--- src/rtl/rv32e_pkg.sv ---
// rv32e_pkg: shared op codes, opcode/funct constants, error codes and FSM states for the IMEM loader
package rv32e_pkg;
  typedef enum logic [4:0] {
    ADDI, ANDI, ORI, XORI, SLTI, JALR,
    SLLI, SRLI, SRAI,
    ADD, SUB, AND, OR, XOR, SLL, SRL, SRA, SLT,
    LUI, AUIPC, JAL,
    BEQ, BNE, BLT, BGE
  } op_e;
  typedef enum logic [1:0] {S_LOAD, S_WRITE, S_DONE, S_ERR} state_e;
  localparam logic [6:0] OPC_OP_IMM = 7'b0010011;
  localparam logic [6:0] OPC_OP     = 7'b0110011;
  localparam logic [6:0] OPC_LUI    = 7'b0110111;
  localparam logic [6:0] OPC_AUIPC  = 7'b0010111;
  localparam logic [6:0] OPC_JAL    = 7'b1101111;
  localparam logic [6:0] OPC_JALR   = 7'b1100111;
  localparam logic [6:0] OPC_BRANCH = 7'b1100011;
  localparam logic [6:0] F7_STD     = 7'b0000000;
  localparam logic [6:0] F7_ALT     = 7'b0100000;
  localparam logic [1:0] ERR_NONE   = 2'd0;
  localparam logic [1:0] ERR_OP     = 2'd1;
  localparam logic [1:0] ERR_RANGE  = 2'd2;
  localparam logic [1:0] ERR_OVF    = 2'd3;
  function automatic logic [2:0] funct3(input logic [4:0] op);
    case (op)
      SLLI, SLL, BNE:            return 3'b001;
      SLTI, SLT:                 return 3'b010;
      XORI, XOR, BLT:            return 3'b100;
      SRLI, SRAI, SRL, SRA, BGE: return 3'b101;
      ORI, OR:                   return 3'b110;
      ANDI, AND:                 return 3'b111;
      default:                   return 3'b000;
    endcase
  endfunction
endpackage

--- src/rtl/rv32e_instr_encoder.sv ---
// rv32e_instr_encoder: combinational encode of op + fields into an RV32E word with legality check
//  in:  op, rd, rs1, rs2 (5b each), imm (32b signed)
//  out: word (32b), illegal, code (0 ok, 1 bad op, 2 register/immediate out of range)
module rv32e_instr_encoder
  import rv32e_pkg::*;
(
  input  logic [4:0]  op,
  input  logic [4:0]  rd,
  input  logic [4:0]  rs1,
  input  logic [4:0]  rs2,
  input  logic [31:0] imm,
  output logic [31:0] word,
  output logic        illegal,
  output logic [1:0]  code
);
  logic use_rd, use_rs1, use_rs2, imm_ok, bad_op, reg_ok;
  logic [2:0] f3;
  logic signed [31:0] simm;
  assign simm = imm;
  assign f3 = funct3(op);
  always_comb begin
    word = '0;
    use_rd = 1'b0;
    use_rs1 = 1'b0;
    use_rs2 = 1'b0;
    imm_ok = 1'b1;
    bad_op = 1'b0;
    case (op)
      ADDI, ANDI, ORI, XORI, SLTI, JALR: begin
        use_rd = 1'b1;
        use_rs1 = 1'b1;
        imm_ok = simm >= -2048 && simm <= 2047;
        word = {imm[11:0], rs1, f3, rd, op == JALR ? OPC_JALR : OPC_OP_IMM};
      end
      SLLI, SRLI, SRAI: begin
        use_rd = 1'b1;
        use_rs1 = 1'b1;
        imm_ok = imm[31:5] == '0;
        word = {op == SRAI ? F7_ALT : F7_STD, imm[4:0], rs1, f3, rd, OPC_OP_IMM};
      end
      ADD, SUB, AND, OR, XOR, SLL, SRL, SRA, SLT: begin
        use_rd = 1'b1;
        use_rs1 = 1'b1;
        use_rs2 = 1'b1;
        word = {op == SUB || op == SRA ? F7_ALT : F7_STD, rs2, rs1, f3, rd, OPC_OP};
      end
      LUI, AUIPC: begin
        use_rd = 1'b1;
        imm_ok = imm[31:20] == '0;
        word = {imm[19:0], rd, op == LUI ? OPC_LUI : OPC_AUIPC};
      end
      JAL: begin
        use_rd = 1'b1;
        imm_ok = !imm[0] && simm >= -1048576 && simm <= 1048574;
        word = {imm[20], imm[10:1], imm[11], imm[19:12], rd, OPC_JAL};
      end
      BEQ, BNE, BLT, BGE: begin
        use_rs1 = 1'b1;
        use_rs2 = 1'b1;
        imm_ok = !imm[0] && simm >= -4096 && simm <= 4094;
        word = {imm[12], imm[10:5], rs2, rs1, f3, imm[4:1], imm[11], OPC_BRANCH};
      end
      default: bad_op = 1'b1;
    endcase
  end
  // RV32E has 16 registers, so bit 4 of any used register field is illegal
  assign reg_ok = !(use_rd && rd[4]) && !(use_rs1 && rs1[4]) && !(use_rs2 && rs2[4]);
  assign illegal = bad_op || !reg_ok || !imm_ok;
  assign code = bad_op ? ERR_OP : illegal ? ERR_RANGE : ERR_NONE;
endmodule

--- src/rtl/rv32e_imem_loader.sv ---
// rv32e_imem_loader: accepts decoded instructions, encodes and writes them to IMEM, holds the core in reset until done
//  in:  clk, rst_n (sync active-low), in_valid/in_op/in_rd/in_rs1/in_rs2/in_imm/in_last
//  out: in_ready, imem_we/imem_addr/imem_wdata, cpu_rst, done, err, err_code, count
module rv32e_imem_loader
  import rv32e_pkg::*;
#(
  parameter int IMEM_DEPTH = 64,
  parameter int AW = 6
) (
  input  logic          clk,
  input  logic          rst_n,
  input  logic          in_valid,
  output logic          in_ready,
  input  logic [4:0]    in_op,
  input  logic [4:0]    in_rd,
  input  logic [4:0]    in_rs1,
  input  logic [4:0]    in_rs2,
  input  logic [31:0]   in_imm,
  input  logic          in_last,
  output logic          imem_we,
  output logic [AW-1:0] imem_addr,
  output logic [31:0]   imem_wdata,
  output logic          cpu_rst,
  output logic          done,
  output logic          err,
  output logic [1:0]    err_code,
  output logic [AW:0]   count
);
  localparam logic [AW:0] CNT_FULL = (AW+1)'(IMEM_DEPTH);
  state_e state_q, state_d;
  logic in_ready_q, in_ready_d, we_q, we_d, cpu_rst_q, cpu_rst_d;
  logic done_q, done_d, err_q, err_d, last_q, last_d;
  logic [AW-1:0] addr_q, addr_d;
  logic [31:0] wdata_q, wdata_d, enc_word;
  logic [1:0] code_q, code_d, enc_code;
  logic [AW:0] count_q, count_d;
  logic enc_illegal;
  rv32e_instr_encoder u_enc (
    .op(in_op), .rd(in_rd), .rs1(in_rs1), .rs2(in_rs2), .imm(in_imm),
    .word(enc_word), .illegal(enc_illegal), .code(enc_code)
  );
  always_comb begin
    state_d = state_q;
    we_d = 1'b0;
    addr_d = addr_q;
    wdata_d = wdata_q;
    code_d = code_q;
    count_d = count_q;
    last_d = last_q;
    case (state_q)
      S_LOAD: if (in_valid && in_ready_q) begin
        if (count_q == CNT_FULL) begin
          state_d = S_ERR;
          code_d = ERR_OVF;
        end else if (enc_illegal) begin
          state_d = S_ERR;
          code_d = enc_code;
        end else begin
          state_d = S_WRITE;
          we_d = 1'b1;
          addr_d = count_q[AW-1:0];
          wdata_d = enc_word;
          last_d = in_last;
        end
      end
      S_WRITE: begin
        count_d = count_q + 1'b1;
        state_d = last_q ? S_DONE : S_LOAD;
      end
      default: ;
    endcase
    in_ready_d = state_d == S_LOAD;
    cpu_rst_d = state_d != S_DONE;
    done_d = state_d == S_DONE;
    err_d = state_d == S_ERR;
  end
  always_ff @(posedge clk) begin
    if (!rst_n) begin
      state_q <= S_LOAD;
      in_ready_q <= 1'b0;
      we_q <= 1'b0;
      addr_q <= '0;
      wdata_q <= '0;
      cpu_rst_q <= 1'b1;
      done_q <= 1'b0;
      err_q <= 1'b0;
      code_q <= ERR_NONE;
      count_q <= '0;
      last_q <= 1'b0;
    end else begin
      state_q <= state_d;
      in_ready_q <= in_ready_d;
      we_q <= we_d;
      addr_q <= addr_d;
      wdata_q <= wdata_d;
      cpu_rst_q <= cpu_rst_d;
      done_q <= done_d;
      err_q <= err_d;
      code_q <= code_d;
      count_q <= count_d;
      last_q <= last_d;
    end
  end
  assign in_ready = in_ready_q;
  assign imem_we = we_q;
  assign imem_addr = addr_q;
  assign imem_wdata = wdata_q;
  assign cpu_rst = cpu_rst_q;
  assign done = done_q;
  assign err = err_q;
  assign err_code = code_q;
  assign count = count_q;
endmodule

--- config.mk ---
export PLATFORM = sky130hd
export DESIGN_NAME = rv32e_imem_loader
export DESIGN_NICKNAME = d
export VERILOG_FILES = /design/src/rtl/rv32e_pkg.sv /design/src/rtl/rv32e_instr_encoder.sv /design/src/rtl/rv32e_imem_loader.sv
export SDC_FILE = /design/constraint.sdc
export NUM_CORES = 1
export LEC_CHECK = 0
export CAP_MARGIN = 40
export CELL_PAD_IN_SITES_DETAIL_PLACEMENT = 1
export CELL_PAD_IN_SITES_GLOBAL_PLACEMENT = 1
export CORE_MARGIN = 2
export CORE_UTILIZATION = 25
export CTS_CLUSTER_DIAMETER = 120
export DETAILED_ROUTE_END_ITERATION = 16
export GPL_TIMING_DRIVEN = 0
export PLACE_DENSITY_LB_ADDON = 0.1
export SYNTH_ARGS = -nofsm -noshare
export SYNTH_HDL_FRONTEND = slang
export SYNTH_SLANG_ARGS = --single-unit
--- constraint.sdc ---
create_clock -name clk -period 4.3 [get_ports clk]
set_input_delay 0.86 -clock clk [delete_from_list [all_inputs] [get_ports clk]]
set_output_delay 0.86 -clock clk [all_outputs]
set_load 0.01 [all_outputs]
Run 1, clock wires, drivers and flops:
The bar under the picture is 20 um long.
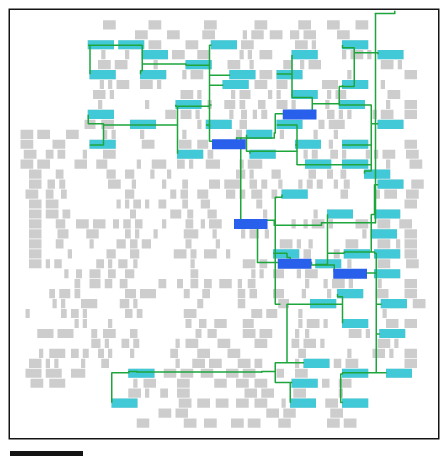
Cyan marks flip-flops, count 54. Blue marks clock-net drivers, count 5. Green marks clock wires, length 782 um.
There are 6 routed clock nets.
Power Clock: 0.402 mW
clock power share: 33.4%
source-to-sink clock delay at the later pin of the worst-skew pair: 0.29 ns
post-route clock skew: 0.00917 ns

Run 1, where the registers sit:
Other sequential cells in the stronger grey, the rest of the logic in the fainter grey.
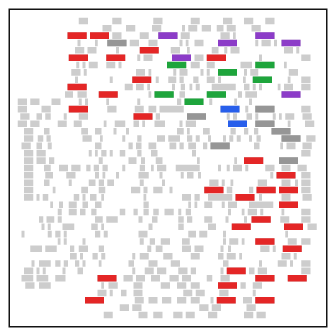
Red marks imem_wdata, sequential cells 31, where widely spread. Green marks count, sequential cells 7. Purple marks imem_addr, sequential cells 6. Blue marks state_q, sequential cells 2.
Another 8 sequential cells are not coloured.
share of the final layout cell area in sequential cells: 23.3%
Register Area: 1080 um^2
core utilization of the finished layout: 37.1%
Flop+latch power: 0.520 mW

Run 1, metal layers overlaid:
The bar under the picture is 20 um long.
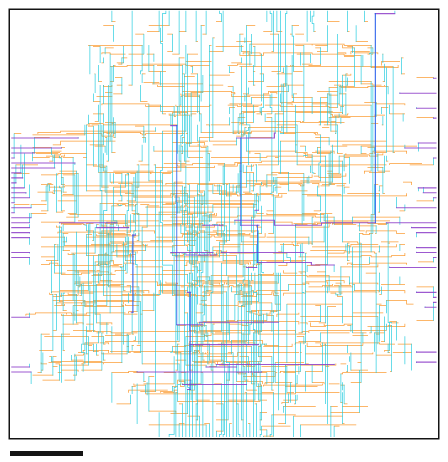
Cyan marks M2, wire length 5750 um. Orange marks M1, wire length 5450 um. Purple marks M3, wire length 566 um. Blue marks M4, wire length 193 um.
vias post-DR: 3394
aggregate global-route resource usage: 17.7%

==> metrics.log, run 1 <==
[report] implementation figures
INFO  metric post_dp_cell_area = 4450 um^2
INFO  metric worst_tran_pin_value = 0.816 ns
INFO  metric r2r-end = imem_wdata[6]$_SDFFE_PN0P_
INFO  metric critical_path.startpoint_type = primary input
INFO  metric syn_avg_cell_area = ~8.1 um^2
INFO  metric floorplan.die.height = 117 um
INFO  metric max_stage_delay = between 0.5 and 0.6 ns
INFO  metric ys_dominant_reg_cell = sky130_fd_sc_hd__dfxtp_1
INFO  metric result_of_the_run = completed
INFO  metric globalRoute.busiestLayer = met2
INFO  metric rsz0062_at_grt = no
INFO  metric cts.path.max_buffers = 2
INFO  metric antenna_found_initial = 0
INFO  metric synth_flops = about 54
INFO  metric synth.top_cells.by_count = sky130_fd_sc_hd__nand2_1, sky130_fd_sc_hd__dfxtp_1, sky130_fd_sc_hd__mux2i_1
INFO  metric setup_viol_count_final = 0
INFO  metric chip_area = 13700 um^2
INFO  metric final.min_clock_period = 4.07 ns
INFO  metric crit_path_frequent_cell = sky130_fd_sc_hd__buf_6
INFO  metric edf_count = 0
INFO  metric routed_wire_per_std_cell = 17.5 um
INFO  metric vdd_ir_drop_max = ~0.12 mV
INFO  metric crit_path_top_delay_cell = sky130_fd_sc_hd__clkdlybuf4s50_1
INFO  metric whs_path_depth = 2
INFO  metric fraction_of_final_layout_cells_sized_beyond_drive_strength_1 = under 10%
INFO  metric post_synth_main_logic_family = simple AND/OR/NAND/NOR gates
INFO  metric total_tool_warning_count = 32
INFO  metric io-pin-count = between 100 and 150
INFO  metric gp_routability_congestion = 0.839
INFO  metric worst_ep_required_time = 4.48 ns
INFO  metric area_delta_synth_final = 45.8%
INFO  metric clkTransAtPathRegs = around 0.070 ns
INFO  metric portBuffers = 105
INFO  metric layout.nonclk_buf_share = 26.0%
INFO  metric arrival = ~4.3 ns
INFO  metric fin_hold_ws = 0.455 ns
INFO  metric floorplan.core_area = 12500 um^2
INFO  metric cts_hold_repair.buffers = 0
INFO  metric n_fill_cell = 1539
INFO  metric antenna_cells_inserted = 0
INFO  metric min_period_over_period = 94.7%
INFO  metric yosysChipArea = between 3000 and 4000 um^2
INFO  metric depth_of_the_worst_register_to_register_path = 6
INFO  metric synth.cellmix.adderShare = between 3 and 4%
INFO  metric proportion_of_synthesized_area_in_mux_cells = about an eighth
INFO  metric num-clock-buffers = 6
INFO  metric ant_nets = 0
INFO  metric numPlacedInstances = 672
INFO  metric drcViolationCount = 0
INFO  metric switching_fraction_of_total_power = 28.3%
INFO  metric placement_rows = just over 40
INFO  metric tritoncts_sink_count = 54
INFO  metric logic_gate_count = 302
INFO  metric fin_total_pwr = 1.20 mW
INFO  metric maximum_number_of_pins_on_one_net_before_global_route_repair = 17
INFO  metric p_sw = 0.340 mW
INFO  metric initial_utilization = about a quarter
INFO  metric ys_types = roughly 48
INFO  metric number_of_global_route_vias_before_repair = 3385
INFO  metric synth_sequential_area_ratio = 33.9%
INFO  metric cts.repair_timing.setup_buffer_count = 0
INFO  metric globalRoute.totalOverflow = 0
INFO  metric r2r_slack = ~2.2 ns
INFO  metric htree_num_levels = 2
INFO  metric top_cell_area_share = 33.9%
INFO  metric timing_worst_setup_path_type = primary input to flop
INFO  metric synthXorXnorAreaFrac = under 10%
INFO  metric cts-buffers-inserted = 5
INFO  metric postSynthCellCount = 395
INFO  metric ys_async_sr_fraction = 0%
INFO  metric largest_reg_flops = 31
INFO  metric timing.critical_path.fanout_max = 10
INFO  metric nature_of_the_critical_path_endpoint = flop
INFO  metric logic_area = 1960 um^2
INFO  metric internal_portion_of_total_power = 0.862 mW
run 1: worst max path at each step:
stage | from | to | cells after the start
6_report | in_op[0] | imem_wdata[6]$_SDFFE_PN0P_ | 13
5_1_grt | in_op[1] | imem_wdata[9]$_SDFFE_PN0P_ | 14
4_1_cts | in_op[1] | last_q$_SDFFE_PN0P_ | 12
3_5_place_dp | in_op[1] | imem_wdata[4]$_SDFFE_PN0P_ | 13
3_3_place_gp | in_op[1] | imem_wdata[4]$_SDFFE_PN0P_ | 13
2_1_floorplan | in_op[0] | imem_wdata[10]$_SDFFE_PN0P_ | 12
run 1: worst min-delay path, delay by kind of cell (launching register included):
kind             cells  cell delay, ns
AND/OR/NAND/NOR      1            0.05
flip-flops           1            0.31
multiplexers         1            0.05
--- run 2 (diff from run 1) ---
CTS_CLUSTER_SIZE = 30   (was unset)
REMOVE_ABC_BUFFERS = 1   (was unset)
Run 2, metal layers overlaid:
The bar under the picture is 20 um long.
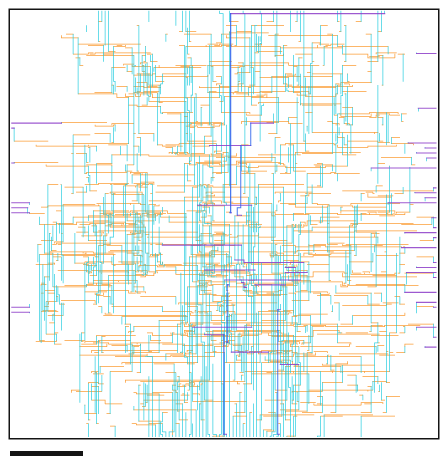
Orange marks M1, wire length 5150 um. Cyan marks M2, wire length 5520 um. Purple marks M3, wire length 376 um. Blue marks M4, wire length 157 um.
Routed Wire Length: 11200 um
aggregate global-route resource usage: 16.6%
Routed wire per std cell: 16.9 um
vias post-DR: 3262

Run 2, pin placement:
Pins as bars across the die edge, other pins in grey.
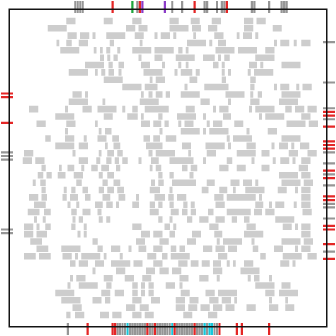
Cyan marks in_rs1, pins 5, direction input, edge bottom. Green marks in_last, pins 1, direction input, edge top. Purple marks err_code, pins 2, direction output, edge top. Red marks imem_wdata, pins 32, direction output, edge 14 right, 11 bottom, 4 top, 3 left.
All pins by edge: 49 bottom, 26 right, 25 top, 8 left.
horizontal extent of the die: 117 um
vertical die size: 117 um
IO Port Bufs: 107

==> metrics.log, run 2 <==
[report] implementation figures
INFO  metric result_of_the_run = completed
INFO  metric min_period_over_period = 95.1%
INFO  metric total_tool_warning_count = 31
INFO  metric initial_utilization = 25.5%
INFO  metric max_stage_delay = ~0.60 ns
INFO  metric share_clk_of_total_power = 38.3%
INFO  metric r2r_slack = approximately 2.0 ns
INFO  metric antenna_cells_inserted = 0
INFO  metric worst-path-stages = 10
INFO  metric ys_async_sr_fraction = 0%
INFO  metric layout.cells.largest_class = logic gates
INFO  metric syn_avg_cell_area = 8.07 um^2
INFO  metric synthXorXnorAreaFrac = 1.65%
INFO  metric clkCellAreaFrac = 3.84%
INFO  metric cts.path.max_buffers = 2
INFO  metric chip_area = between 10000 and 15000 um^2
INFO  metric layout.nonclk_buf_share = 24.6%
INFO  metric fin_total_pwr = roughly 1.3 mW
INFO  metric logic_gate_count = 302
INFO  metric maximum_number_of_pins_on_one_net_before_global_route_repair = 46
INFO  metric numPlacedInstances = ~650
INFO  metric ant_nets = 0
INFO  metric area_delta_synth_final = 45.2%
INFO  metric whs_path_depth = 2
INFO  metric ctsRootBufferMaster = sky130_fd_sc_hd__clkbuf_16
INFO  metric grt_first_pass_wirelength = about 18000 um
INFO  metric synth.top_cells.by_count = sky130_fd_sc_hd__nand2_1, sky130_fd_sc_hd__dfxtp_1, sky130_fd_sc_hd__mux2i_1
INFO  metric drcViolationCount = 0
INFO  metric number_of_global_route_vias_before_repair = 3311
INFO  metric nature_of_the_critical_path_endpoint = flop
INFO  metric fraction_of_final_layout_cells_sized_beyond_drive_strength_1 = 4.91%
INFO  metric final_number_of_hold_violating_endpoints = 0
INFO  metric cts_hold_repair.buffers = 0
INFO  metric vdd_ir_drop_max = 0.127 mV
INFO  metric yosysChipArea = 3190 um^2
INFO  metric tritoncts_sink_count = between 50 and 60
INFO  metric post_synth_main_logic_family = simple AND/OR/NAND/NOR gates
INFO  metric synth_flops = 54
INFO  metric ys_types = 48
INFO  metric placement_rows = 41
INFO  metric htree_num_levels = 2
INFO  metric final.min_clock_period = 4.09 ns
INFO  metric timing_worst_setup_path_type = primary input to flop
INFO  metric worst_setup_path_endpoint = err_code[0]$_SDFFE_PN0P_
INFO  metric setup_viol_count_final = 0
INFO  metric final-seq-area = 1080 um^2
INFO  metric worst_ep_required_time = 4.54 ns
INFO  metric gp_routability_congestion = about 0.81
INFO  metric n_fill_cell = 1506
INFO  metric post_dp_cell_area = 4400 um^2
INFO  metric r2r-end = last_q$_SDFFE_PN0P_
INFO  metric floorplan.core_area = 12500 um^2
INFO  metric top_cell_area_share = 33.9%
INFO  metric fin_hold_ws = between 0.4 and 0.5 ns
INFO  metric insertion_delay = 0.30 ns
INFO  metric p_sw = 0.343 mW
INFO  metric rsz0062_at_grt = no
INFO  metric synth_sequential_area_ratio = between 30 and 40%
INFO  metric depth_of_the_worst_register_to_register_path = 5
INFO  metric switching_fraction_of_total_power = 26.8%
INFO  metric internal_portion_of_total_power = 0.936 mW
INFO  metric final.setup_skew = ~0.0046 ns
INFO  metric globalRoute.totalOverflow = 0
INFO  metric crit_path_top_delay_cell = sky130_fd_sc_hd__a211oi_1
INFO  metric synth.cellmix.adderShare = roughly 3.1%
INFO  metric logic_area = between 1500 and 2000 um^2
INFO  metric worst_setup_path_startpoint = in_op[0]
INFO  metric io-pin-count = 108
INFO  metric largest_reg_flops = 31
Run 2, where the registers sit:
Other sequential cells in the stronger grey, the rest of the logic in the fainter grey.
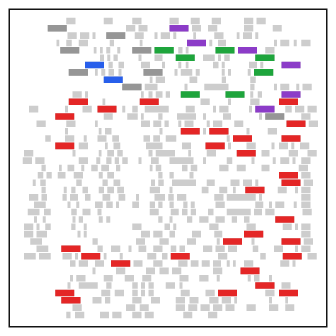
Green marks count, sequential cells 7. Red marks imem_wdata, sequential cells 31. Blue marks state_q, sequential cells 2. Purple marks imem_addr, sequential cells 6, where top right.
share of the final layout cell area in sequential cells: 23.4%
core utilization of the finished layout: 37.0%

[run 2: power groups by stage]
stage / Combinational (mW) / Sequential, mW / Clock, mW
floorplan: 0.114 / 0.535 / 0
global placement: 0.256 / 0.531 / 0
detailed placement: 0.262 / 0.531 / 0
CTS: 0.265 / 0.520 / 0.508
global route: 0.295 / 0.521 / 0.526
finish: 0.269 / 0.520 / 0.490
[run 2: metal layers]
metal / vias up / share of wire, % / track usage, %
li1: 1602 / - / -
met3: 12 / 3.3 / 2.11
met2: 69 / 49 / 28.2
met1: 1579 / 46 / 22.5
met4: 0 / 1.4 / 4.00
met5: - / 0 / 0
[run 2: timing repair]
item	CTS	global route
endpoints found under the setup margin	5	38
gates resized	1	5
pin swaps	0	1
buffers inserted	0	3
Power is estimated from default activity; no workload was simulated.
